### config.mk
export PLATFORM = sky130hd
export DESIGN_NAME = data_mem_ctrl
export DESIGN_NICKNAME = d
export VERILOG_FILES = /design/src/rtl/data_mem_ctrl.sv
export SDC_FILE = /design/constraint.sdc
export NUM_CORES = 1
export LEC_CHECK = 0
export ABC_AREA = 1
export CAP_MARGIN = 40
export CORE_ASPECT_RATIO = 0.6
export CORE_MARGIN = 2
export CORE_UTILIZATION = 51
export CTS_BUF_LIST = sky130_fd_sc_hd__clkbuf_8
export DETAILED_ROUTE_END_ITERATION = 7
export PLACE_DENSITY = 0.9
export SYNTH_ARGS = -nofsm -noshare
export SYNTH_HDL_FRONTEND = slang
export SYNTH_SLANG_ARGS = --single-unit
### constraint.sdc
create_clock -name CLK -period 2.2 [get_ports CLK]
set_input_delay 0.22 -clock CLK [delete_from_list [all_inputs] [get_ports CLK]]
set_output_delay 0.22 -clock CLK [all_outputs]
set_load 0.02 [all_outputs]
### src/rtl/data_mem_ctrl.sv
// Data-memory access controller: core load/store to req/ack data bus.
// Handles lane placement, load extension, stall and fault reporting.
module data_mem_ctrl #(
  parameter int unsigned TIMEOUT_CYCLES = 255,
  parameter int unsigned CNT_W          = 16
) (
  input  logic        CLK,
  input  logic        RES,
  input  logic        memRead,
  input  logic        memWrite,
  input  logic [31:0] memAddr,
  input  logic [31:0] memDataIn,
  input  logic [2:0]  memSize,
  output logic [31:0] memDataOut,
  output logic        memBusy,
  output logic        memDone,
  output logic        memFault,
  output logic [1:0]  faultCause,
  output logic [31:0] faultAddr,
  output logic        bus_req,
  output logic        bus_we,
  output logic [31:0] bus_addr,
  output logic [31:0] bus_wdata,
  output logic [3:0]  bus_be,
  input  logic [31:0] bus_rdata,
  input  logic        bus_ack
);

  typedef enum logic [1:0] {
    S_IDLE,
    S_BUS,
    S_DONE
  } state_e;

  localparam logic [1:0] C_NONE = 2'b00;
  localparam logic [1:0] C_MIS  = 2'b01;
  localparam logic [1:0] C_TMO  = 2'b10;
  localparam logic [1:0] C_ILL  = 2'b11;

  localparam logic [CNT_W-1:0] CNT_LAST =
    CNT_W'(TIMEOUT_CYCLES - 1);

  state_e            state_q;
  logic [31:0]       addr_q;
  logic [2:0]        size_q;
  logic              we_q;
  logic [CNT_W-1:0]  cnt_q;
  logic [1:0]        cause_q;
  logic [31:0]       rdata_q;
  logic [31:0]       faddr_q;
  logic              done_q;
  logic              fault_q;
  logic              breq_q;
  logic              bwe_q;
  logic [31:0]       baddr_q;
  logic [31:0]       bwdata_q;
  logic [3:0]        bbe_q;

  logic              req_any;
  logic              ill_d;
  logic              mis_d;
  logic [1:0]        cause_d;
  logic [31:0]       wdata_d;
  logic [3:0]        be_d;
  logic [7:0]        rd_byte;
  logic [15:0]       rd_half;
  logic [31:0]       load_d;

  assign req_any = memRead | memWrite;

  assign ill_d = (memRead & memWrite)
               | (memSize == 3'b011)
               | (memSize[2] & memSize[1]);

  assign mis_d = ((memSize[1:0] == 2'b01) & memAddr[0])
               | ((memSize[1:0] == 2'b10) & (|memAddr[1:0]));

  always_comb begin
    cause_d = C_NONE;
    if (ill_d) begin
      cause_d = C_ILL;
    end else if (mis_d) begin
      cause_d = C_MIS;
    end
  end

  // Stores replicate the datum so any lane selected by be carries it.
  always_comb begin
    wdata_d = memDataIn;
    be_d    = 4'b1111;
    if (memWrite) begin
      unique case (1'b1)
        memSize[1:0] == 2'b00: begin
          wdata_d = {4{memDataIn[7:0]}};
          be_d    = 4'b0001 << memAddr[1:0];
        end
        memSize[1:0] == 2'b01: begin
          wdata_d = {2{memDataIn[15:0]}};
          be_d    = memAddr[1] ? 4'b1100 : 4'b0011;
        end
        default: begin
          wdata_d = memDataIn;
          be_d    = 4'b1111;
        end
      endcase
    end
  end

  always_comb begin
    unique case (addr_q[1:0])
      2'b00:   rd_byte = bus_rdata[7:0];
      2'b01:   rd_byte = bus_rdata[15:8];
      2'b10:   rd_byte = bus_rdata[23:16];
      default: rd_byte = bus_rdata[31:24];
    endcase
  end

  assign rd_half = addr_q[1] ? bus_rdata[31:16]
                             : bus_rdata[15:0];

  always_comb begin
    unique case (size_q)
      3'b000:  load_d = {{24{rd_byte[7]}}, rd_byte};
      3'b100:  load_d = {24'h0, rd_byte};
      3'b001:  load_d = {{16{rd_half[15]}}, rd_half};
      3'b101:  load_d = {16'h0, rd_half};
      default: load_d = bus_rdata;
    endcase
  end

  always_ff @(posedge CLK or negedge RES) begin
    if (!RES) begin
      state_q  <= S_IDLE;
      addr_q   <= '0;
      size_q   <= '0;
      we_q     <= 1'b0;
      cnt_q    <= '0;
      cause_q  <= C_NONE;
      rdata_q  <= '0;
      faddr_q  <= '0;
      done_q   <= 1'b0;
      fault_q  <= 1'b0;
      breq_q   <= 1'b0;
      bwe_q    <= 1'b0;
      baddr_q  <= '0;
      bwdata_q <= '0;
      bbe_q    <= '0;
    end else begin
      done_q  <= 1'b0;
      fault_q <= 1'b0;
      unique case (state_q)
        S_IDLE: begin
          if (req_any) begin
            addr_q  <= memAddr;
            size_q  <= memSize;
            we_q    <= memWrite;
            cause_q <= cause_d;
            cnt_q   <= '0;
            if (cause_d != C_NONE) begin
              state_q <= S_DONE;
              done_q  <= 1'b1;
              fault_q <= 1'b1;
              faddr_q <= memAddr;
            end else begin
              state_q  <= S_BUS;
              breq_q   <= 1'b1;
              bwe_q    <= memWrite;
              baddr_q  <= {memAddr[31:2], 2'b00};
              bwdata_q <= wdata_d;
              bbe_q    <= be_d;
            end
          end
        end
        S_BUS: begin
          // Ack is checked first so it wins on the limit cycle.
          if (bus_ack) begin
            state_q <= S_DONE;
            breq_q  <= 1'b0;
            done_q  <= 1'b1;
            if (!we_q) begin
              rdata_q <= load_d;
            end
          end else if (cnt_q == CNT_LAST) begin
            state_q <= S_DONE;
            breq_q  <= 1'b0;
            done_q  <= 1'b1;
            fault_q <= 1'b1;
            cause_q <= C_TMO;
            faddr_q <= addr_q;
            rdata_q <= '0;
          end else begin
            cnt_q <= cnt_q + 1'b1;
          end
        end
        S_DONE: begin
          state_q <= S_IDLE;
        end
        default: begin
          state_q <= S_IDLE;
        end
      endcase
    end
  end

  always_comb begin
    unique case (state_q)
      S_IDLE:  memBusy = req_any;
      S_BUS:   memBusy = 1'b1;
      default: memBusy = 1'b0;
    endcase
  end

  assign memDataOut = rdata_q;
  assign memDone    = done_q;
  assign memFault   = fault_q;
  assign faultCause = cause_q;
  assign faultAddr  = faddr_q;
  assign bus_req    = breq_q;
  assign bus_we     = bwe_q;
  assign bus_addr   = baddr_q;
  assign bus_wdata  = bwdata_q;
  assign bus_be     = bbe_q;

endmodule

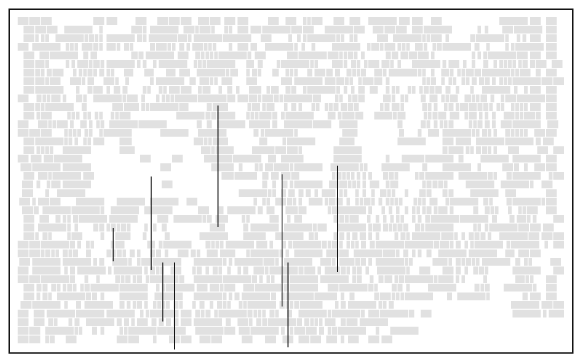
Figure 1: run 1, the metal 4 layer.
Cells faint in the background.
main direction: vertical
share of all routed wire: 0.87%
nets with wire on the layer: 6

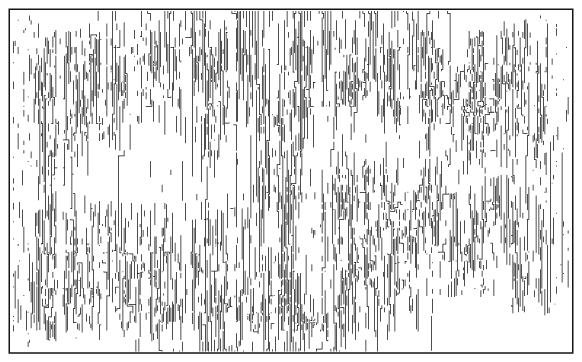
Figure 2: run 1, signal wires on met2.
main direction: vertical
share of all routed wire: 44%
wire length on this layer: 11300 um

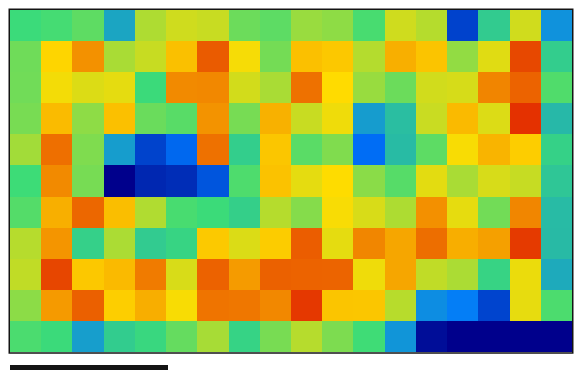
Figure 3: run 1, local utilization.
Bar = 50 um. The die is cut into 18 by 11 equal tiles; dark blue is low, red is high, 0 to 100% covered.
tiles over 75% full: 32%
emptiest ninth of the die: south-east
mean over tiles: 63%
nearly empty tiles: 2.5%
densest ninth of the die: south
fullest tile: 94%

==> flow_summary.yaml, run 1 <==
# flow metrics
status:
  result_of_the_run: "completed"
worst_setup_path:
  worstReg2RegStart: "state_q[1]$_DFFE_PN0P_"
  startpoint: "state_q[1]$_DFFE_PN0P_"
  r2r-end: "bus_wdata[12]$_DFFE_PN0P_"
  endpoint_kind: "flop"
  crit_path_frequent_cell: "sky130_fd_sc_hd__nand2_1"
  worstPathArrival_ns: 2.34
  criticalPathCategory: "flop to flop"
  crit_end: "bus_wdata[12]$_DFFE_PN0P_"
  r2r_cells: 7
detailed_routing:
  number_of_design_rule_violations_left_after_detail_routing: 0
  detail_route.vias_per_cell: 5.26
  vias: 8613
  detail_route.wirelength_mm: 25.9
  drt_iter0_markers: 774
sta:
  fin_skew_ns: 0.0275
  setup_violations: 0
  setup_repair_after_global_routing_missed_its_margin: "no"
  final_count_of_hold_timing_violations: 0
clock_tree:
  htree_num_levels: 4
  cts-buffers-inserted: 17
  clockRootBuffer: "sky130_fd_sc_hd__clkbuf_8"
  clock_sink_count: 190
  tritoncts: "built"
  buffers_inserted_during_post_cts_setup_optimization: 0
yosys:
  enable_flop_cells: 0
  yosys_warnings: 0
  flip_flop_and_latch_count_after_synthesis: 190
  ys_top_logic_family: "simple AND/OR/NAND/NOR gates"
  ys_types: 39
  synth.top_cells.by_count: "448 x sky130_fd_sc_hd__nand2_1, 190 x sky130_fd_sc_hd__dfrtp_1, 162 x sky130_fd_sc_hd__o21ai_0"
  leading_cell_types_by_total_area_after_synthesis: "sky130_fd_sc_hd__dfrtp_1 52%, sky130_fd_sc_hd__nand2_1 18%, sky130_fd_sc_hd__o21ai_0 8.8%"
  ys_sh_xor: 0.00475
  post_synthesis_chip_area_from_yosys_mm2: 0.00923
  yosysMostFrequentCell: "sky130_fd_sc_hd__nand2_1"
grt:
  wire_length_of_the_first_global_routing_pass_mm: 41.6
  number_of_global_route_vias_before_repair: 8358
  grt_antenna_before_repair: 0
final_layout:
  layout.nets: 1492
  antenna_cells_inserted: 0
  synthToLayoutAreaGrowth_pct: 33.3
die:
  floorplan.die.height_um: 108
  chip_area_mm2: 0.0192
  design.core.area_mm2: 0.0179
  num_rows: 38
run:
  openroad_warning_count: 27
power:
  total_power_uw: 16300
place:
  place.gp.congestion: 0.919
  hpwlAfterDp_mm: 19.2
[run 1: stage by stage]
stage	utilization	setup WS (ns)	hold slack, ns	cell area, um2	setup TNS (ns)
after detailed placement	0.665	-0.131	0.256	11900	-5.70
after floorplan	-	0.618	-0.0756	9230	0
after global placement	0.665	-0.0228	0.254	11900	-0.114
final	0.688	0.222	0.295	12300	0
after CTS	0.688	0.218	0.293	12300	0
after global routing	0.688	0.0586	0.307	12300	0
[run 1: registers in the layout, indices dropped and copies added, names as in the netlist]
register and cells:
addr_q 32, faultAddr 32, bus_req 1, memDataOut 32, bus_addr 30, bus_be 4
bus_wdata 32, we_q 1, bus_we 1, cnt_q 16, faultCause 2, state_q 2
memDone 1, memFault 1, size_q 3
[run 1: routing by layer]
layer,GRT usage,wire length (um),vias up
li1,-,-,4141
met1,0.397,11600,4068
met2,0.419,11300,385
met3,0.0868,2730,19
met4,0.0580,224,0
met5,0,0,-
[run 1: cells by family (layout without fill, tap and decap cells)]
kind of cell / Yosys count / after routing
xor+xnor: 5 / 5
simple gates: 553 / 553
compound gates: 253 / 253
buf+inv: 151 / 394
flops: 190 / 190
other cells: 1 / 2
fa+ha+maj: 2 / 2
[run 1: worst max-delay path: cells and delay by family (launching register included)]
| kind | cells | cell delay, ns |
|---|---|---|
| simple gates | 5 | 1.04 |
| buf+inv | 2 | 0.42 |
| flops | 1 | 0.41 |
[run 1: area by class of cell]
class / instances / area, um2 / area share
timing repair buffer: 274 / 2760 / 0.225
inverter: 88 / 337 / 0.0274
clock inverter: 15 / 165 / 0.0134
tap: 240 / 300 / 0.0244
sequential: 190 / 4750 / 0.386
multi-input combinational: 815 / 3750 / 0.305
clock buffer: 17 / 234 / 0.0190
[run 1: power breakdown]
part,switching [uW],internal (uW)
sequential,916,5000
clock,1440,864
combinational,4680,3450
total,7040,9310
==> inputs of run 2 (changes only) <==
- CORE_UTILIZATION: 51 -> 45
- PLACE_DENSITY: 0.9 -> 0.82
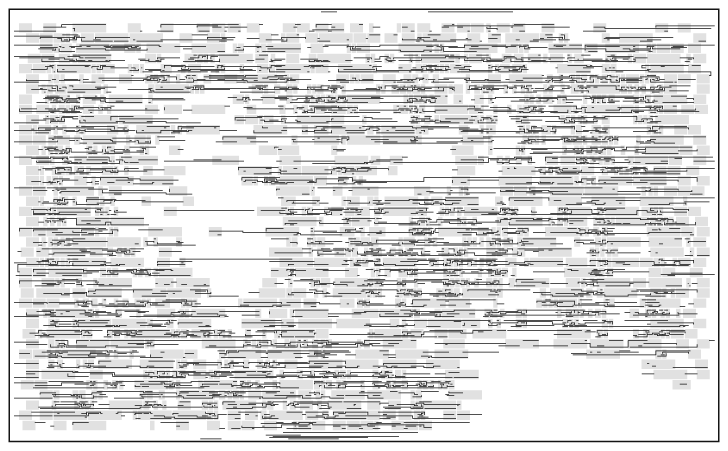
Figure 4: run 2, met1 routing.
Cells faint in the background.
wire length on this layer: 12500 um
nets with wire on the layer: 1294
longest straight run: 75.9 um
share of all routed wire: 47%
main direction: horizontal
Detailed Route WL: 26.6 mm
met1 Use GR: 0.377
vias after detailed routing: 8598

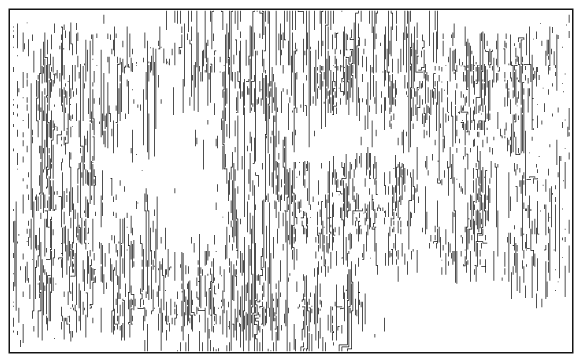
Figure 5: run 2, signal wires on met2.
nets with wire on the layer: 1197
wire length on this layer: 11100 um

==> flow_summary.yaml, run 2 <==
# flow metrics
status:
  result_of_the_run: "completed"
die:
  design.core.area_mm2: 0.0201
  floorplan.die.height_um: 115
yosys:
  post_synthesis_chip_area_from_yosys_mm2: 0.00923
  enable_flop_cells: 0
  ys_top_logic_family: "simple AND/OR/NAND/NOR gates"
  yosysMostFrequentCell: "sky130_fd_sc_hd__nand2_1"
  ys_sh_xor: 0.00475
  ys_types: 39
final_layout:
  layout.core_utilization: 0.616
  layout.nets: 1490
  synthToLayoutAreaGrowth_pct: 34.1
worst_setup_path:
  criticalPathCategory: "flop to flop"
  worstPathArrival_ns: 2.38
  endpoint_kind: "flop"
power:
  switching_power_uw: 7190
  power.combinational.fraction: 0.490
  clock_net_power_uw: 2520
  power_switching_share: 0.435
  clockPowerShare: 0.152
  comb_cell_power_uw: 8110
place:
  place.gp.congestion: 0.876
  placement.cell_area_mm2: 0.0119
grt:
  wire_length_of_the_first_global_routing_pass_mm: 43.2
  grt_antenna_before_repair: 1
  global_route.usage.met3: 0.0714
  number_of_global_route_vias_before_repair: 8186
  globalRoute.busiestLayer: "met1"
sta:
  fin_skew_ns: 0.0336
  worst_slack_ns: 0.183
  final_count_of_hold_timing_violations: 0
  setup_violations: 0
  worst_hold_slack_ns: 0.210
clock_tree:
  tritoncts: "built"
  htree_num_levels: 4
  clockRootBuffer: "sky130_fd_sc_hd__clkbuf_8"
detailed_routing:
  drt_iter0_markers: 641
  number_of_design_rule_violations_left_after_detail_routing: 0
run:
  openroad_warning_count: 27
-- run 2: what timing repair did --
| action | 4_1_cts | 5_1_grt |
|---|---|---|
| endpoints found under the hold margin | 65 | 0 |
| setup buffers | 0 | 0 |
| gates resized | 1 | 0 |
| hold buffers | 1 | 0 |
| setup endpoints to repair | 1 | 0 |
-- run 2: path summary, 6_finish.rpt --
| kind | startpoint | to | slack (ns) | cells past startpoint |
|---|---|---|---|---|
| setup / recovery | state_q[0]$_DFFE_PN0P_ | bus_addr[22]$_DFFE_PN0P_ | 0.18 | 7 |
| hold / removal | RES | bus_addr[10]$_DFFE_PN0P_ | 0.21 | 2 |
| max in group asynchronous | RES | we_q$_DFFE_PN0P_ | 1.31 | 3 |
| hold reg to reg | bus_req$_DFFE_PN0P_ | bus_req$_DFFE_PN0P_ | 0.49 | 2 |
| setup reg to reg | state_q[0]$_DFFE_PN0P_ | bus_addr[22]$_DFFE_PN0P_ | 0.18 | 7 |
| min in group CLK | memAddr[24] | bus_addr[24]$_DFFE_PN0P_ | 0.33 | 3 |
-- run 2: worst max-delay path: cells and delay by family, from the launching register on --
family                 cells  cell delay (ns)
buffers and inverters      2             0.42
DFF                        1             0.42
AOI/OAI and AO/OA          1             0.09
and+or+nand+nor            4             0.98
-- run 2: cell type report --
class	count	area [um2]
timing repair buffer	272	2740
multi-input combinational	815	3750
inverter	88	337
clock inverter	15	216
clock buffer	17	234
tap	273	342
sequential	190	4750
fill	1734	7700
-- run 2: metal layers --
metal,up-vias,part of all wire,wire (um)
li1,4139,-,-
met1,4038,0.47,12500
met2,393,0.42,11100
met3,28,0.10,2720
met4,0,0.014,368
met5,-,0,0
Power is estimated from default activity; no workload was simulated.
